===== src/rtl/uart_echo_fifo.sv =====
// Byte FIFO between the buart receiver and transmitter: acknowledges received bytes,
// replays them whenever the transmitter is idle, and can expand CR into CR LF.
//
// state    | meaning
// RX_IDLE  | waiting for rx_valid_i; pushes or drops the byte
// RX_ACK   | rx_rd_o high for this cycle
// RX_GUARD | 2 cycles with rx_valid_i ignored while buart drops valid
// TX_IDLE  | waiting for data and an idle transmitter; pops a byte
// TX_SEND  | tx_wr_o high for this cycle
// TX_GUARD | 2 cycles before tx_busy_i is trusted again
// TX_DRAIN | waiting for tx_busy_i low; may insert LF after CR
module uart_echo_fifo #(
    parameter int DEPTH = 16,
    parameter bit CRLF  = 1'b1
) (
    input  logic                     clk_i,
    input  logic                     resetq_i,
    input  logic                     rx_valid_i,
    input  logic [7:0]               rx_data_i,
    output logic                     rx_rd_o,
    input  logic                     tx_busy_i,
    output logic                     tx_wr_o,
    output logic [7:0]               tx_data_o,
    output logic [$clog2(DEPTH):0]   level_o,
    output logic                     overflow_o,
    output logic [7:0]               drop_count_o,
    output logic                     tx_active_o
);
    localparam int AW = $clog2(DEPTH);
    localparam logic [AW:0] PTR_ONE  = 1;
    localparam logic [7:0]  DROP_MAX = 8'hFF;
    localparam logic [7:0]  CHAR_CR  = 8'h0D;
    localparam logic [7:0]  CHAR_LF  = 8'h0A;

    typedef enum logic [1:0] {RX_IDLE, RX_ACK, RX_GUARD} rx_state_t;
    typedef enum logic [1:0] {TX_IDLE, TX_SEND, TX_GUARD, TX_DRAIN} tx_state_t;

    rx_state_t   rx_state_q, rx_state_d;
    tx_state_t   tx_state_q, tx_state_d;
    logic        rx_gcnt_q, rx_gcnt_d;
    logic        tx_gcnt_q, tx_gcnt_d;
    logic [AW:0] wr_ptr_q, wr_ptr_d;
    logic [AW:0] rd_ptr_q, rd_ptr_d;
    logic [AW:0] level_q, level_d;
    logic        rx_rd_q, rx_rd_d;
    logic        tx_wr_q, tx_wr_d;
    logic [7:0]  tx_data_q, tx_data_d;
    logic        overflow_q, overflow_d;
    logic [7:0]  drop_q, drop_d;
    logic        tx_active_q, tx_active_d;
    logic        lf_pend_q, lf_pend_d;
    logic        push;
    logic        full, empty;

    logic [7:0]  mem_q [DEPTH];

    assign full  = (wr_ptr_q[AW] != rd_ptr_q[AW]) && (wr_ptr_q[AW-1:0] == rd_ptr_q[AW-1:0]);
    assign empty = (wr_ptr_q == rd_ptr_q);

    // Storage needs no reset: the pointers alone define valid contents.
    always_ff @(posedge clk_i) begin
        if (push) begin
            mem_q[wr_ptr_q[AW-1:0]] <= rx_data_i;
        end
    end

    always_comb begin
        rx_state_d  = rx_state_q;
        tx_state_d  = tx_state_q;
        rx_gcnt_d   = rx_gcnt_q;
        tx_gcnt_d   = tx_gcnt_q;
        wr_ptr_d    = wr_ptr_q;
        rd_ptr_d    = rd_ptr_q;
        tx_data_d   = tx_data_q;
        overflow_d  = overflow_q;
        drop_d      = drop_q;
        lf_pend_d   = lf_pend_q;
        rx_rd_d     = 1'b0;
        tx_wr_d     = 1'b0;
        push        = 1'b0;

        case (rx_state_q)
            RX_IDLE: begin
                if (rx_valid_i) begin
                    if (!full) begin
                        push     = 1'b1;
                        wr_ptr_d = wr_ptr_q + PTR_ONE;
                    end else begin
                        overflow_d = 1'b1;
                        if (drop_q != DROP_MAX) begin
                            drop_d = drop_q + 8'd1;
                        end
                    end
                    rx_state_d = RX_ACK;
                    rx_rd_d    = 1'b1;
                end
            end
            RX_ACK: begin
                rx_state_d = RX_GUARD;
                rx_gcnt_d  = 1'b1;
            end
            RX_GUARD: begin
                if (rx_gcnt_q == 1'b0) begin
                    rx_state_d = RX_IDLE;
                end else begin
                    rx_gcnt_d = rx_gcnt_q - 1'b1;
                end
            end
            default: rx_state_d = RX_IDLE;
        endcase

        case (tx_state_q)
            TX_IDLE: begin
                if (!empty && !tx_busy_i) begin
                    tx_data_d  = mem_q[rd_ptr_q[AW-1:0]];
                    rd_ptr_d   = rd_ptr_q + PTR_ONE;
                    tx_state_d = TX_SEND;
                    tx_wr_d    = 1'b1;
                end
            end
            TX_SEND: begin
                tx_state_d = TX_GUARD;
                tx_gcnt_d  = 1'b1;
            end
            TX_GUARD: begin
                if (tx_gcnt_q == 1'b0) begin
                    tx_state_d = TX_DRAIN;
                end else begin
                    tx_gcnt_d = tx_gcnt_q - 1'b1;
                end
            end
            TX_DRAIN: begin
                if (!tx_busy_i) begin
                    // The inserted LF is sent straight from here and never touches the FIFO.
                    if (CRLF && (tx_data_q == CHAR_CR) && !lf_pend_q) begin
                        tx_data_d  = CHAR_LF;
                        lf_pend_d  = 1'b1;
                        tx_state_d = TX_SEND;
                        tx_wr_d    = 1'b1;
                    end else begin
                        lf_pend_d  = 1'b0;
                        tx_state_d = TX_IDLE;
                    end
                end
            end
            default: tx_state_d = TX_IDLE;
        endcase

        level_d     = wr_ptr_d - rd_ptr_d;
        tx_active_d = (tx_state_d != TX_IDLE);
    end

    always_ff @(posedge clk_i) begin
        if (!resetq_i) begin
            rx_state_q  <= RX_IDLE;
            tx_state_q  <= TX_IDLE;
            rx_gcnt_q   <= 1'b0;
            tx_gcnt_q   <= 1'b0;
            wr_ptr_q    <= '0;
            rd_ptr_q    <= '0;
            level_q     <= '0;
            rx_rd_q     <= 1'b0;
            tx_wr_q     <= 1'b0;
            tx_data_q   <= 8'h00;
            overflow_q  <= 1'b0;
            drop_q      <= 8'h00;
            tx_active_q <= 1'b0;
            lf_pend_q   <= 1'b0;
        end else begin
            rx_state_q  <= rx_state_d;
            tx_state_q  <= tx_state_d;
            rx_gcnt_q   <= rx_gcnt_d;
            tx_gcnt_q   <= tx_gcnt_d;
            wr_ptr_q    <= wr_ptr_d;
            rd_ptr_q    <= rd_ptr_d;
            level_q     <= level_d;
            rx_rd_q     <= rx_rd_d;
            tx_wr_q     <= tx_wr_d;
            tx_data_q   <= tx_data_d;
            overflow_q  <= overflow_d;
            drop_q      <= drop_d;
            tx_active_q <= tx_active_d;
            lf_pend_q   <= lf_pend_d;
        end
    end

    assign rx_rd_o      = rx_rd_q;
    assign tx_wr_o      = tx_wr_q;
    assign tx_data_o    = tx_data_q;
    assign level_o      = level_q;
    assign overflow_o   = overflow_q;
    assign drop_count_o = drop_q;
    assign tx_active_o  = tx_active_q;
endmodule


===== config.mk =====
export PLATFORM = sky130hd
export DESIGN_NAME = uart_echo_fifo
export DESIGN_NICKNAME = d
export VERILOG_FILES = /design/src/rtl/uart_echo_fifo.sv
export SDC_FILE = /design/constraint.sdc
export NUM_CORES = 1
export LEC_CHECK = 0
export CAP_MARGIN = 40
export CORE_MARGIN = 8
export CORE_UTILIZATION = 35
export CTS_CLUSTER_SIZE = 8
export DETAILED_ROUTE_END_ITERATION = 16
export PLACE_DENSITY = 0.59
export SYNTH_ARGS = -nofsm -noshare
export SYNTH_HDL_FRONTEND = slang
export SYNTH_SLANG_ARGS = --single-unit

===== constraint.sdc =====
create_clock -name clk_i -period 4.3 [get_ports clk_i]
set_input_delay 0.86 -clock clk_i [delete_from_list [all_inputs] [get_ports clk_i]]
set_output_delay 0.86 -clock clk_i [all_outputs]
set_load 0.005 [all_outputs]

Fig. 1: run 1, placement view
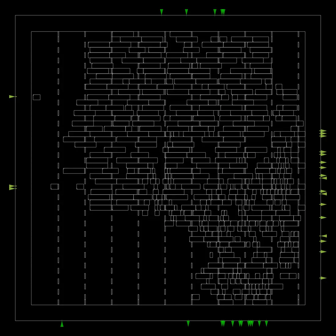
# Taps: 270
Post-Layout Cell Count: 780
Final Util: 41.9%

Fig. 2: run 1, metal layers overlaid
Drawn at 1.5 px/um. Two of the layers only.
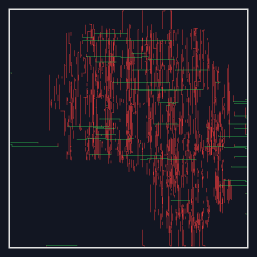
layer	color	wire length
met2	red	7160 um
met3	green	784 um
WL/cell: 18.6 um
Vias: 3965

Fig. 3: run 1, met2 routing
Drawn at 3 px/um.
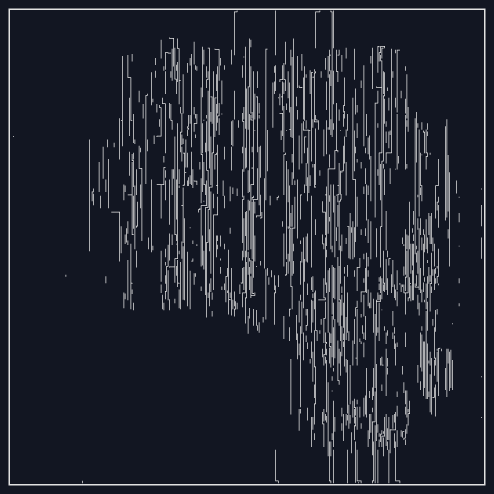
main direction	vertical
share of all routed wire	49%
Routed WL: 14.5 mm
met2 Track Usage GR: 20.3%

## run 1: report_power, final
group | internal, uW | switching (uW)
combinational | 372 | 386
sequential | 1850 | 47.7
clock | 892 | 700
## run 1: through the flow
step	hold WS [ps]	std cells	setup slack, ps	utilization (%)	power [uW]
2_1_floorplan	442	442	1620	-	2440
3_3_place_gp	451	747	877	38.8	2680
3_5_place_dp	452	748	767	38.8	2700
4_1_cts	461	780	1090	41.9	4290
5_1_grt	487	780	743	41.9	4420
6_report	459	780	1100	41.9	4240
## run 1: cell families after synthesis
kind of cell | synth area share, %
multiplexers | 11.9
AND-OR/OR-AND | 6.74
flip-flops | 66.4
AND/OR/NAND/NOR | 6.70
adder cells (fa/ha/maj) | 3.30
buffers and inverters | 2.50
XOR/XNOR | 2.55
==> ci_impl_report.md, run 1 <==
## PnR job results

| Metric | Value |
|---|---|
| Register share of the cell area | `55.7%` |
| Placed Area | `0.00778 mm2` |
| Sequential cell count | `170` |
| Most common cell in the netlist | `edfxtp_1` |
| GRT busiest layer | `met2` |
| Number of buffers inserted by port buffering | `36` |
| Crit path DAT | `3550 ps` |
| MaxCap Viol Count | `0` |
| CTS resizes | `0` |
| CP max stage cell | `dfxtp_1` |
| Vias per cell | `5.08` |
| Worst reg2reg startpoint | `rd_ptr_q[3]` |
| Ports | `37` |
| CP top delay family | `AND-OR/OR-AND gates` |
| Dominant cell type by area after synthesis | `edfxtp_1` |
| WHS Path Cells | `2` |
| Initial antenna violation count | `0` |
| Cells after Synth | `approximately 440` |
| Hold Path End | `overflow_o` |
| Status | `finished, final reports clean` |
| Final Hold Viols | `0` |
| Signal inverters | `15` |
| Worst Setup SP | `rd_ptr_q[3]` |
| Core area | `between 0.02 and 0.025 mm2` |
| Number of library cell types mapped by synthesis | `50` |
| Die Wd | `158 um` |
| RSZ-0062 raised after global routing | `no` |
| Yosys warning tally | `0` |
| Clk Tree Root Cell | `clkbuf_16` |
| Non-clk bufs | `approximately 55` |
| Top cells by count | `edfxtp_1 (128), dfxtp_1 (42), nor2_1 (33), mux4_2 (27), a21oi_1 (20)` |
| Pre-Place Util | `35.2%` |
| Die Size | `0.0250 mm2` |
| Rows | `52` |
| Count of final setup violators | `0` |
| Dominant cell area share | `54.4%` |
| Die Y | `158 um` |
| WP buf/inv | `1` |
| Placer Congestion | `0.769` |
| Peak Freq | `312 MHz` |
| Vias in the first global route | `~4.1k` |
| GRT Residual Overflow | `0` |
| Clk buf depth | `2` |
| Dominant logic cell type in the layout | `edfxtp_1` |
| DR DRC count | `0` |
| Slew margin rel. | `42.3%` |
| Antenna viol nets, final | `0` |
| Logic share of the area | `26.2%` |
| Combinational gate count | `238` |
| Reg-to-Reg End | `level_o[4]` |
| Wire length on met2 | `7.16 mm` |
| Yosys chip area | `0.00706 mm2` |
| Levels on crit path | `10` |
| Dominant register cell | `edfxtp_1` |
| Worst-path fanout max | `10` |
| Max FFs per register | `128` |
| CP Capture Type | `register` |
| Clock buf/inv share | `under 10%` |
| DR top layer | `met4` |
| Tcrit/Tclk final | `~75%` |
| Worst Max-Slew Pin Slew | `approximately 860 ps` |
| Postcts setup bufs | `0` |
| Hold Path Class | `reg -> reg` |
| Cts hold-fix bufs | `0` |
| CTS tree | `yes` |
| Post-synth area hogs | `edfxtp_1 (54%), dfxtp_1 (12%), mux4_2 (8.6%)` |
| Routed wl met3 | `just under 800 um` |
| Crit path DRT | `4650 ps` |
| Worst path cell trace | `xnor2_2 -> and4_1 -> a21oi_1 -> mux2i_1 -> fa_1 -> inv_1 -> a21o_1 -> a21oi_1 -> xnor2_1 -> mux2i_1` |
| Async SR Flop Fraction | `0%` |
| Ys flops | `around 170` |
| Clk_buf instances | `17` |
| Minimum clock period | `about 3200 ps` |
| Slew Limit Fails | `0` |
| Share of layout cells above drive strength 1 | `16.5%` |
| Pin count of the biggest net entering global routing | `36` |
Fig. 4: run 1, port wiring
Drawn at 1.5 px/um.
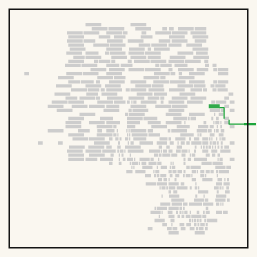

## Run 2: what changed since run 1
Clock period 4.3 ns to 3.24 ns, I/O delays scaled along.
Fig. 5: run 2, port wiring
Drawn at 1.5 px/um.
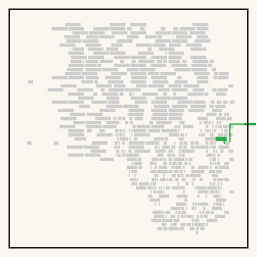
port	color	bits	direction	edge	end cells	buffers	wire
tx_active_o	green	1	output	east	1	1	26.9 um

Fig. 6: run 2, met2 routing
Drawn at 3 px/um.
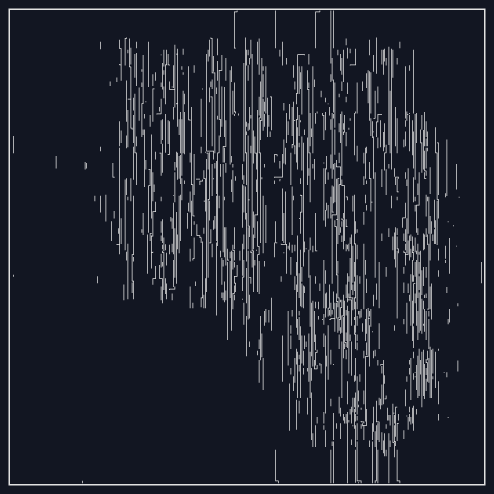
wire length on this layer	6990 um
nets with wire on the layer	478
main direction	vertical
longest straight run	65.6 um
met2 Track Usage GR: 20.1%
Vias: 4050

==> ci_impl_report.md, run 2 <==
## PnR job results

| Metric | Value |
|---|---|
| Post-synth area hogs | `edfxtp_1 (54%), dfxtp_1 (12%), mux4_2 (8.6%)` |
| Sequential share of power | `45.5% (+0.9 points)` |
| Hold Path Class | `reg -> reg` |
| WHS Path Cells | `2 (unchanged)` |
| Clk buf depth | `2 (unchanged)` |
| Final worst setup slack | `421 ps (-675 ps)` |
| Async SR Flop Fraction | `0% (unchanged)` |
| Sw power | `1480 uW (+30%)` |
| Placer Congestion | `0.783 (+1.7%)` |
| RSZ-0062 raised after global routing | `no` |
| Postcts setup bufs | `0 (unchanged)` |
| Pre-CTS WS | `114 ps (-653 ps)` |
| Number of library cell types mapped by synthesis | `50 (unchanged)` |
| Comb. pwr | `1030 uW (+36%)` |
| Rows | `52 (unchanged)` |
| Post-Layout Cell Count | `793 (+1.7%)` |
| Core area | `0.0200 mm2 (unchanged)` |
| Placed Cells incl. Taps | `761 (+1.7%)` |
| Worst path cell trace | `xnor2_1 -> and4_1 -> a21oi_1 -> xnor2_1 -> ha_1 -> fa_1 -> inv_1 -> a21o_1 -> a21oi_1 -> xnor2_1 -> mux2i_1` |
| GRT Residual Overflow | `0 (unchanged)` |
| Count of final setup violators | `0 (unchanged)` |
| WP buf/inv | `1 (unchanged)` |
| Yosys chip area | `0.00706 mm2 (unchanged)` |
| Worst Setup SP | `wr_ptr_q[0]` |
| CP max stage cell | `dfxtp_1` |
| Vias per cell | `5.11 (+0.47%)` |
| AND-OR/OR-AND share of the synthesized area | `6.74% (unchanged)` |
| Yosys warning tally | `0 (unchanged)` |
| Final Util | `42.3% (+0.31 points)` |
| Hold Path End | `overflow_o` |
| Combinational Power Share | `18.6% (+0.7 points)` |
| CTS resizes | `0 (unchanged)` |
| Antenna viol nets, final | `0 (unchanged)` |
| Peak Freq | `355 MHz (+14%)` |
| Vias in the first global route | `4144 (+1.6%)` |
| Dominant logic cell type in the layout | `edfxtp_1` |
| Die Size | `0.0250 mm2 (unchanged)` |
| Cts hold-fix bufs | `0 (unchanged)` |
| Reg-to-Reg End | `level_o[4]` |
| Number of buffers inserted by port buffering | `36 (unchanged)` |
| Hold slack | `464 ps (+5.21 ps)` |
| Pre-Place Util | `35.2% (unchanged)` |
| Xor/xnor share | `2.55% (unchanged)` |
| WL/cell | `18.5 um (-0.66%)` |
| Final Hold Viols | `0 (unchanged)` |
| Tcrit/Tclk final | `87.0% (+13 points)` |
| Initial antenna violation count | `0 (unchanged)` |
| Die Wd | `158 um (unchanged)` |
| Top cells by count | `edfxtp_1 (128), dfxtp_1 (42), nor2_1 (33), mux4_2 (27), a21oi_1 (20)` |
| Crit path DRT | `3590 ps (-1060 ps)` |
| Share of layout cells above drive strength 1 | `18.2% (+1.7 points)` |
| Sw frac | `26.7% (-0.072 points)` |
| Dominant combinational family | `multiplexers` |
| Dominant register cell | `edfxtp_1` |
| CTS tree | `yes` |
| Worst reg2reg startpoint | `wr_ptr_q[0]` |
| Dominant cell area share | `54.4% (unchanged)` |
| Synth Area in Adders | `3.30% (unchanged)` |
| Worst Max-Slew Pin Slew | `634 ps (-228 ps)` |
| Ports | `37 (unchanged)` |
| Die Y | `158 um (unchanged)` |
| Minimum clock period | `2820 ps (-385 ps)` |
| MUX share of area | `11.9% (unchanged)` |
| Crit path DAT | `3170 ps (-380 ps)` |
| Routed WL | `14.7 mm (+1.0%)` |
| Ys flops | `170 (unchanged)` |
| Most common cell in the netlist | `edfxtp_1` |
| Status | `finished, final reports clean` |
| DR DRC count | `0 (unchanged)` |
run 2: cell counts after synthesis:
No cell type changed its count.
run 2: how the worst max path moves through the flow:
stage / slack (ps) / end
6_report: 420 / level_o[4]
5_1_grt: 140 / level_o[4]
4_1_cts: 430 / level_o[4]
3_5_place_dp: 110 / level_o[4]
3_3_place_gp: 170 / level_o[4]
2_1_floorplan: 600 / level_o[4]
run 2: layer usage:
layer  track usage [%]  wire [um]
met2              20.1       6990
met1              16.3       6590
met3              2.35        875
met4              4.94        223
met5                 0          0
run 2: layout make-up:
cell class | count | area [um2]
clock inverters | 14 | 160
fillers | 1835 | 11600
inverters | 15 | 56.3
repair buffers | 68 | 601
multi-input cells | 238 | 2200
clock buffers | 18 | 429
well taps | 270 | 338
flip-flops and latches | 170 | 4690
Power figures rest on the tool's default switching activity, not on a simulated workload.
